<file path="src/rtl/uart_pkg.sv">
// Shared state encoding, word bit positions and prescale codes for the UART receive path.
package uart_pkg;

  typedef enum logic [2:0] {
    ST_IDLE   = 3'd0,
    ST_START  = 3'd1,
    ST_DATA   = 3'd2,
    ST_PARITY = 3'd3,
    ST_STOP   = 3'd4
  } rx_state_e;

  localparam int EN_SAMPLER = 3;
  localparam int EN_START   = 2;
  localparam int EN_PARITY  = 1;
  localparam int EN_STOP    = 0;

  localparam int ERR_START  = 2;
  localparam int ERR_PARITY = 1;
  localparam int ERR_STOP   = 0;

  localparam logic [1:0] PRESCALE_NONE = 2'b00;
  localparam logic [1:0] PRESCALE_X8   = 2'b01;
  localparam logic [1:0] PRESCALE_X16  = 2'b10;
  localparam logic [1:0] PRESCALE_X32  = 2'b11;

  function automatic int unsigned prescale_ticks(input logic [1:0] code);
    int unsigned n;
    n = 1;
    case (code)
      PRESCALE_NONE: n = 1;
      PRESCALE_X8:   n = 8;
      PRESCALE_X16:  n = 16;
      PRESCALE_X32:  n = 32;
    endcase
    return n;
  endfunction

  function automatic logic [3:0] enable_word(input rx_state_e st);
    logic [3:0] w;
    w = '0;
    case (st)
      ST_START:  begin w[EN_SAMPLER] = 1'b1; w[EN_START]  = 1'b1; end
      ST_DATA:   w[EN_SAMPLER] = 1'b1;
      ST_PARITY: begin w[EN_SAMPLER] = 1'b1; w[EN_PARITY] = 1'b1; end
      ST_STOP:   begin w[EN_SAMPLER] = 1'b1; w[EN_STOP]   = 1'b1; end
      default:   w = '0;
    endcase
    return w;
  endfunction

endpackage

</file>
<file path="src/rtl/uart_rx_bit_sampler.sv">
// Line synchronizer, falling-edge detect and bit-value selection (single sample or
// majority of the last three synchronized samples).
module uart_rx_bit_sampler #(
  parameter int SYNC_STAGES = 2
) (
  input  logic clk,
  input  logic rst,
  input  logic rx_i,
  input  logic sample_one_i,
  input  logic sample_three_i,
  output logic fall_o,
  output logic sample_o,
  output logic strobe_o
);

  logic [SYNC_STAGES-1:0] sync_q;
  logic [2:0]             hist_q;
  logic                   rx_s;
  logic                   majority;

  always_ff @(posedge clk or posedge rst) begin
    if (rst) begin
      sync_q <= '1;
      hist_q <= '1;
    end else begin
      sync_q <= {sync_q[SYNC_STAGES-2:0], rx_i};
      hist_q <= {hist_q[1:0], rx_s};
    end
  end

  assign rx_s     = sync_q[SYNC_STAGES-1];
  assign fall_o   = hist_q[0] & ~rx_s;
  assign majority = (hist_q[0] & hist_q[1]) | (hist_q[0] & hist_q[2]) | (hist_q[1] & hist_q[2]);
  // The three-sample vote takes priority when both strobes arrive together.
  assign sample_o = sample_three_i ? majority : rx_s;
  assign strobe_o = sample_one_i | sample_three_i;

endmodule

</file>
<file path="src/rtl/uart_rx_fsm.sv">
// UART receive frame controller: start-edge qualification, LSB-first deserializer,
// error capture and result pulses. Parity support is compiled in by UART_RX_PARITY_EN.
module uart_rx_fsm
  import uart_pkg::*;
#(
  parameter int SYNC_STAGES = 2
) (
  input  logic       clk,
  input  logic       rst,
  input  logic       rx_in,
  input  logic       par_en,
  input  logic       BIT_TICK,
  input  logic       sample_one_bit,
  input  logic       sample_three_bit,
  input  logic [2:0] error_flag_word,
  output logic [3:0] block_enable_word,
  output logic       start_bit,
  output logic       parity_bit,
  output logic       stop_bit,
  output logic [7:0] data_out,
  output logic       data_valid,
  output logic       parity_error,
  output logic       framing_error
);

  logic       fall, sample, strobe;
  rx_state_e  state_q, state_d, tag_state_q;
  logic       tag_strobe_q;
  logic [2:0] bit_cnt_q;
  logic [7:0] data_q;
  logic [3:0] en_q;
  logic       start_bit_q, parity_bit_q, stop_bit_q;
  logic       valid_q, perr_q, ferr_q, stop_err_q;
  logic       tag_live, start_hit, stop_hit, par_flag, goto_parity;

  uart_rx_bit_sampler #(.SYNC_STAGES(SYNC_STAGES)) u_sampler (
    .clk            (clk),
    .rst            (rst),
    .rx_i           (rx_in),
    .sample_one_i   (sample_one_bit),
    .sample_three_i (sample_three_bit),
    .fall_o         (fall),
    .sample_o       (sample),
    .strobe_o       (strobe)
  );

  // error_flag_word answers last cycle's strobe, so match it against the registered
  // tag rather than the live state, which may already have moved on.
  assign tag_live  = tag_strobe_q && (state_q != ST_IDLE);
  assign start_hit = tag_live && (tag_state_q == ST_START) && error_flag_word[ERR_START];
  assign stop_hit  = tag_live && (tag_state_q == ST_STOP)  && error_flag_word[ERR_STOP];

`ifdef UART_RX_PARITY_EN
  logic par_err_q, par_hit;
  assign par_hit     = tag_live && (tag_state_q == ST_PARITY) && error_flag_word[ERR_PARITY];
  assign par_flag    = par_err_q | par_hit;
  assign goto_parity = par_en;
`else
  logic unused_parity;
  assign unused_parity = par_en | error_flag_word[ERR_PARITY];
  assign par_flag      = 1'b0;
  assign goto_parity   = 1'b0;
`endif

  always_comb begin
    state_d = state_q;
    case (state_q)
      ST_IDLE:   if (fall) state_d = ST_START;
      ST_START:  if (BIT_TICK) state_d = ST_DATA;
      ST_DATA:   if (BIT_TICK && bit_cnt_q == 3'd7) state_d = goto_parity ? ST_PARITY : ST_STOP;
      ST_PARITY: if (BIT_TICK) state_d = ST_STOP;
      ST_STOP:   if (BIT_TICK) state_d = ST_IDLE;
      default:   state_d = ST_IDLE;
    endcase
    if (start_hit) state_d = ST_IDLE;
  end

  always_ff @(posedge clk or posedge rst) begin
    if (rst) begin
      state_q      <= ST_IDLE;
      tag_state_q  <= ST_IDLE;
      tag_strobe_q <= 1'b0;
      bit_cnt_q    <= '0;
      data_q       <= '0;
      en_q         <= '0;
      start_bit_q  <= 1'b1;
      parity_bit_q <= 1'b0;
      stop_bit_q   <= 1'b1;
      valid_q      <= 1'b0;
      perr_q       <= 1'b0;
      ferr_q       <= 1'b0;
      stop_err_q   <= 1'b0;
`ifdef UART_RX_PARITY_EN
      par_err_q    <= 1'b0;
`endif
    end else begin
      state_q      <= state_d;
      en_q         <= enable_word(state_q);
      tag_strobe_q <= strobe;
      tag_state_q  <= state_q;
      valid_q      <= 1'b0;
      perr_q       <= 1'b0;
      ferr_q       <= 1'b0;

      if (strobe) begin
        case (state_q)
          ST_START:  start_bit_q  <= sample;
          ST_DATA:   data_q       <= {sample, data_q[7:1]};
          ST_PARITY: parity_bit_q <= sample;
          ST_STOP:   stop_bit_q   <= sample;
          default:   ;
        endcase
      end

      if (state_q == ST_IDLE && fall) begin
        stop_err_q <= 1'b0;
`ifdef UART_RX_PARITY_EN
        par_err_q  <= 1'b0;
`endif
      end else begin
        if (stop_hit) stop_err_q <= 1'b1;
`ifdef UART_RX_PARITY_EN
        if (par_hit) par_err_q <= 1'b1;
`endif
      end

      if (state_q == ST_START) bit_cnt_q <= '0;
      else if (state_q == ST_DATA && BIT_TICK) bit_cnt_q <= bit_cnt_q + 3'd1;

      // A stop error arriving together with the closing tick still counts.
      if (state_q == ST_STOP && BIT_TICK && !start_hit) begin
        if (stop_err_q || stop_hit) ferr_q  <= 1'b1;
        else if (par_flag)          perr_q  <= 1'b1;
        else                        valid_q <= 1'b1;
      end
    end
  end

  assign block_enable_word = en_q;
  assign start_bit         = start_bit_q;
  assign parity_bit        = parity_bit_q;
  assign stop_bit          = stop_bit_q;
  assign data_out          = data_q;
  assign data_valid        = valid_q;
  assign parity_error      = perr_q;
  assign framing_error     = ferr_q;

endmodule

</file>
<file path="config.mk">
export PLATFORM = sky130hd
export DESIGN_NAME = uart_rx_fsm
export DESIGN_NICKNAME = d
export VERILOG_FILES = /design/src/rtl/uart_pkg.sv /design/src/rtl/uart_rx_bit_sampler.sv /design/src/rtl/uart_rx_fsm.sv
export SDC_FILE = /design/constraint.sdc
export NUM_CORES = 1
export LEC_CHECK = 0
export CAP_MARGIN = 20
export CORE_ASPECT_RATIO = 0.8
export CORE_MARGIN = 2
export CORE_UTILIZATION = 35
export CTS_CLUSTER_DIAMETER = 60
export DETAILED_ROUTE_END_ITERATION = 10
export SLEW_MARGIN = 30
export SYNTH_ARGS = -nofsm -noshare
export SYNTH_HDL_FRONTEND = slang
export SYNTH_SLANG_ARGS = --single-unit
</file>
<file path="constraint.sdc">
create_clock -name clk -period 1.4 [get_ports clk]
set_input_delay 0.28 -clock clk [delete_from_list [all_inputs] [get_ports clk]]
set_output_delay 0.28 -clock clk [all_outputs]
set_load 0.01 [all_outputs]
</file>
run_1/placed.png
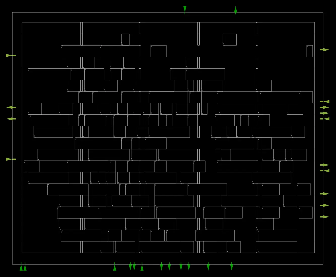
Tapcells: 44
fillers: 344
CORE AREA: 0.00375 mm^2

run_1/layers.png
(4 px per um) Only two layers are drawn.
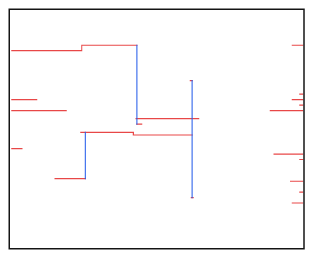
colour	layer	wire length
red	M3	137 um
blue	M4	60.5 um
Avg WL per Cell: 13.5 um
Tot GR Track Use: 0.139
Routed WL: 2540 um
DR vias: 920

run_1/ff_map.png
(8 px per um) Other sequential cells in the stronger grey, the rest of the logic in the fainter grey.
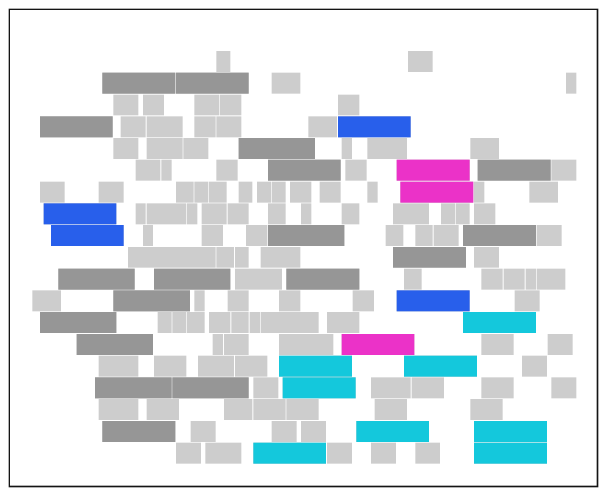
colour	signal	placed flops
cyan	data_out	8
magenta	tag_state_q	3
blue	block_enable_word	4
not coloured	18
Core Util, Final: 0.495
Seq. pwr: 1470 uW
FF/Latch Area: 837 um^2
flop share of the area: 0.451

run_1/route_heat.png
(4 px per um) 15 x 12 tiles, from dark blue (low) to red (high), scaled to the fullest tile. Values are wire area over tile area, all layers added.
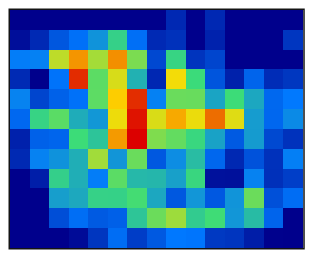
fullest tile	0.33
mean over tiles	0.093
emptiest ninth of the die	top right
tiles over half the peak	19%

==> out/qor.txt, run 1 <==
P_comb = 1150 uW
M3 GR Usage = 0.0493
Rows = 20
Unrepaired setup endpoints after global routing = true
MI comb cells = 61
Switching power = 1070 uW
Post-synthesis cell area = 0.00135 mm^2
Crit path buf inv count = 2
First-pass GRT wire length = 4490 um
Number of non-clock buffers in the layout = 40
Post-CTS sizing = 19
Most common logic cell in the routed design = dfrtp_1
Final count of negative-setup-slack endpoints = 0
Basic Gates by Area = 0.139
Chip width = 73.3 um
Area-dominant cell class after layout = registers
Placed cell area = 0.00174 mm^2
Vias in the first global route = 964
Reg2reg setup slack = 80 ps
Pleak = 0.000878 uW
Count leader, synth = dfrtp_1
Syn Inst Count = 102
Crit path DRT = 1570 ps
Clock buffer cells = 7
Outcome = finished clean
R2R cell count = 4
Placed insts = 181
Pwr/cell area = 1900 mW/mm^2
Mux frac, synth = 0.0920
Xor and xnor area share after synthesis = 0
First-pass iteration count of the detailed router = 4
Post-route ant nets = 0
Ys Warns = 0
Number of CTS-inserted buffers = 5
Buffering overhead = 0.191
Initial antenna violation count = 0
Max reg flops = 8
Crit-path max FO = 8
Commonest flop = dfrtp_1
Clk_skew = 5.63 ps
Sw Ratio = 0.304
Tot Pwr = 3530 uW
FF+latch count = 33
Most common logic cells in the final layout = dfrtp_1 (24), dlygate4sd2_1 (17), buf_4 (15)
Setup Fix Bufs, Post-CTS = 0
Logic area = 484 um^2
Pin count of the biggest net entering global routing = 18
Clock root buffer = clkbuf_8
Synth logic family = simple AND/OR/NAND/NOR gates
I/O pin cnt = 28
Critical-path cell list = clkdlybuf4s50_1, o21ai_2, nor3_4, buf_12, mux2_1
Tmin final = 1350 ps
Slew Viols, Final = 0
Slowest-stage cell, CP = clkdlybuf4s50_1
Critical Path AT = 1520 ps
Post-detail-place hpwl = 1810 um
Clock share of power = 0.258
Biggest consumer = sequential cells
Synth async-reset ratio = 1.00
Final period utilization = 0.968
Slowest stage delay, CP = 490 ps
Fraction of area in multi-input gates = 0.261
ANT cells = 0
Distinct lib cells = 35
FMAX = 738 MHz
# hold bufs at CTS = 0
Port bufs = 24
Yosys chip area = 0.00135 mm^2
Vias per cell = 4.87
Seq share, synth = 0.620
Final TNS setup = 0 ps
Worst hold slack = 327 ps
Htree depth = 2
Nonclk inv count = 3
Adder share = 0.0186
GRT Residual Overflow = 0
Sequential share of power = 0.417
WS Path Type = primary input to register
Pre-Place Util = 0.359
Layer with the highest usage = met2
RR Startpoint = state_q[1]
DRC violations left = 0
Nets = 156
Proportion of layout cells with a drive suffix above 1 = 0.269
Post-synth top area cell = dfrtp_1
Final instance area = 0.00186 mm^2
Cells in synth_stat.txt = 102
Number of synthesized flops with an enable pin = 0
Crit path max-delay family = buffers and inverters
Avg Cell Area, Syn = 13.2 um^2
Clk_lat worst skew = 280 ps
Die height = 59.5 um
Int Power = 2460 uW
Post-synth top cells = dfrtp_1 (26), mux2_1 (11), dfstp_2 (7)
Worst hold-check path type = primary input to asynchronous set/reset pin
Part of the power in combinational logic = 0.324
Met1 Use GR = 0.177
CTS tree = done
Clock buf/inv share = 0.0626
Clock-net power = 913 uW
## run 1: how the worst max path moves through the flow
| stage | endpoint | start | slack, ps | depth (start not counted) |
|---|---|---|---|---|
| floorplan | data_out[0] | state_q[2] | 70 | 3 |
| global placement | data_out[1] | sample_three_bit | -260 | 5 |
| detailed placement | data_out[5] | sample_three_bit | -290 | 5 |
| CTS | data_out[5] | sample_three_bit | 9 | 5 |
| global route | framing_error | state_q[1] | -20 | 4 |
| finish | data_out[5] | sample_one_bit | 50 | 5 |
## run 1: routing by layer
| layer | up-vias | wire, um |
|---|---|---|
| li1 | 446 | - |
| met1 | 446 | 1200 |
| met2 | 21 | 1150 |
| met3 | 7 | 136 |
| met4 | 0 | 60 |
| met5 | - | 0 |
==> run 2: changes to the inputs <==
--- a/config.mk
+++ b/config.mk
@@ -11,6 +11,7 @@
 export CORE_UTILIZATION = 35
 export CTS_CLUSTER_DIAMETER = 60
 export DETAILED_ROUTE_END_ITERATION = 10
+export HOLD_SLACK_MARGIN = 0.08
 export SLEW_MARGIN = 30
 export SYNTH_ARGS = -nofsm -noshare
 export SYNTH_HDL_FRONTEND = slang
run_2/layers.png
(4 px per um) Only two layers are drawn.
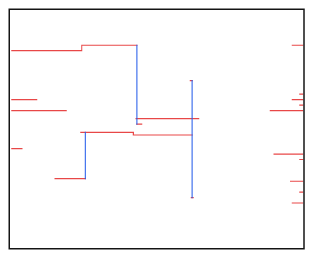
colour	layer	wire length
blue	M4	60.5 um
red	M3	137 um

run_2/route_heat.png
(4 px per um) 15 x 12 tiles, from dark blue (low) to red (high), scaled to the fullest tile. Values are wire area over tile area, all layers added.
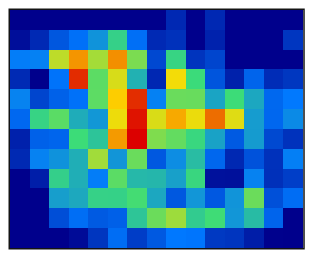
densest ninth of the die	middle
fullest tile	0.33
tiles over half the peak	19%

run_2/placed.png
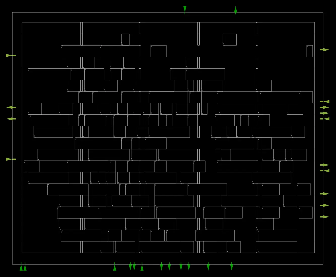
FF+latch count: 33
Rows: 20
Non-Filler Instances: 189

==> run 2 against run 1 <==
Effect of this change:
- global-route usage unchanged
- non-clock buffer count is the same
- critical path type unchanged
- worst setup slack is the same
==> out/qor.txt, run 2 <==
# hold bufs at CTS = 0
DR top layer = met4
Avg Cell Area, Syn = 13.2 um^2
Avg WL per Cell = 13.5 um
Die height = 59.5 um
Seq share, synth = 0.620
Pre-Place Util = 0.359
Tot Pwr = 3530 uW
Proportion of layout cells with a drive suffix above 1 = 0.269
Vias in the first global route = 964
Outcome = finished clean
Chip width = 73.3 um
Post-route ant nets = 0
Final TNS setup = 0 ps
Routed WL = 2540 um
Core Util, Final = 0.495
Port bufs = 24
Crit path from = sample_one_bit
Yosys chip area = 0.00135 mm^2
First-pass iteration count of the detailed router = 4
Slowest-stage cell, CP = clkdlybuf4s50_1
Max reg flops = 8
R2R cell count = 4
Levels on crit path = 5
Initial antenna violation count = 0
Placed cell area = 0.00174 mm^2
Clk sink count = 33
ANT cells = 0
DR vias = 920
Most common logic cell in the routed design = dfrtp_1
WS Path Type = primary input to register
CORE AREA = 0.00375 mm^2
Slew Viols, Final = 0
Worst hold slack = 327 ps
Post-synthesis cell area = 0.00135 mm^2
Syn Inst Count = 102
Vias per cell = 4.87
Pin count of the biggest net entering global routing = 18
Synth async-reset ratio = 1.00
Final instance area = 0.00186 mm^2
M3 GR Usage = 0.0493
Final period utilization = 0.968
CP Capture Point = data_out[5]
Crit path max-delay family = buffers and inverters
Most common logic cells in the final layout = dfrtp_1 (24), dlygate4sd2_1 (17), buf_4 (15)
Unrepaired setup endpoints after global routing = true
Reg2reg setup slack = 80 ps
Ys Warns = 0
Clock root buffer = clkbuf_8
Clk_skew = 5.63 ps
First-pass GRT wire length = 4490 um
Post-synth top area cell = dfrtp_1
Number of CTS-inserted buffers = 5
Post-CTS sizing = 19
I/O pin cnt = 28
Tot GR Track Use = 0.139
Distinct lib cells = 35
Post-detail-place hpwl = 1810 um
Crit path DRT = 1570 ps
Number of synthesized flops with an enable pin = 0
Met2 wire len = 1150 um
Critical-path cell list = clkdlybuf4s50_1, o21ai_2, nor3_4, buf_12, mux2_1
Pleak = 0.000878 uW
Tmin final = 1350 ps
Met3 WL post-DR = 136 um
Critical Path AT = 1520 ps
Clk_lat worst skew = 280 ps
Layer with the highest usage = met2
DRC violations left = 0
RR Startpoint = state_q[1]
Met1 Use GR = 0.177
GRT Residual Overflow = 0
Slowest stage delay, CP = 490 ps
Commonest flop = dfrtp_1
Worst hold-check path type = primary input to asynchronous set/reset pin
Htree depth = 2
M1 WL = 1200 um
Final count of negative-setup-slack endpoints = 0
Cells in synth_stat.txt = 102
Setup Fix Bufs, Post-CTS = 0
## run 2: cells by family after synthesis
logic type                 after synthesis  share of synthesized area
AOI/OAI and AO/OA                       19                     0.0930
adders and majority gates                2                     0.0186
buffers and inverters                    8                     0.0344
DFF                                     33                      0.620
muxes                                   11                     0.0920
other                                    1                    0.00279
and+or+nand+nor                         28                      0.139
## run 2: where the power goes
group | switching [uW] | internal [uW] | total [uW]
registers | 205 | 1270 | 1470
clock network | 333 | 580 | 913
logic | 534 | 611 | 1150
## run 2: area by class of cell
cell class | instances | area, um^2
clock buffer | 7 | 86.3
inverter | 3 | 11.3
multi-input combinational | 61 | 484
fill | 344 | 1900
tap | 44 | 55.1
timing repair buffer | 40 | 354
clock inverter | 1 | 30.0
sequential | 33 | 837
No activity file was given, so power comes from the tool's default toggle rates.
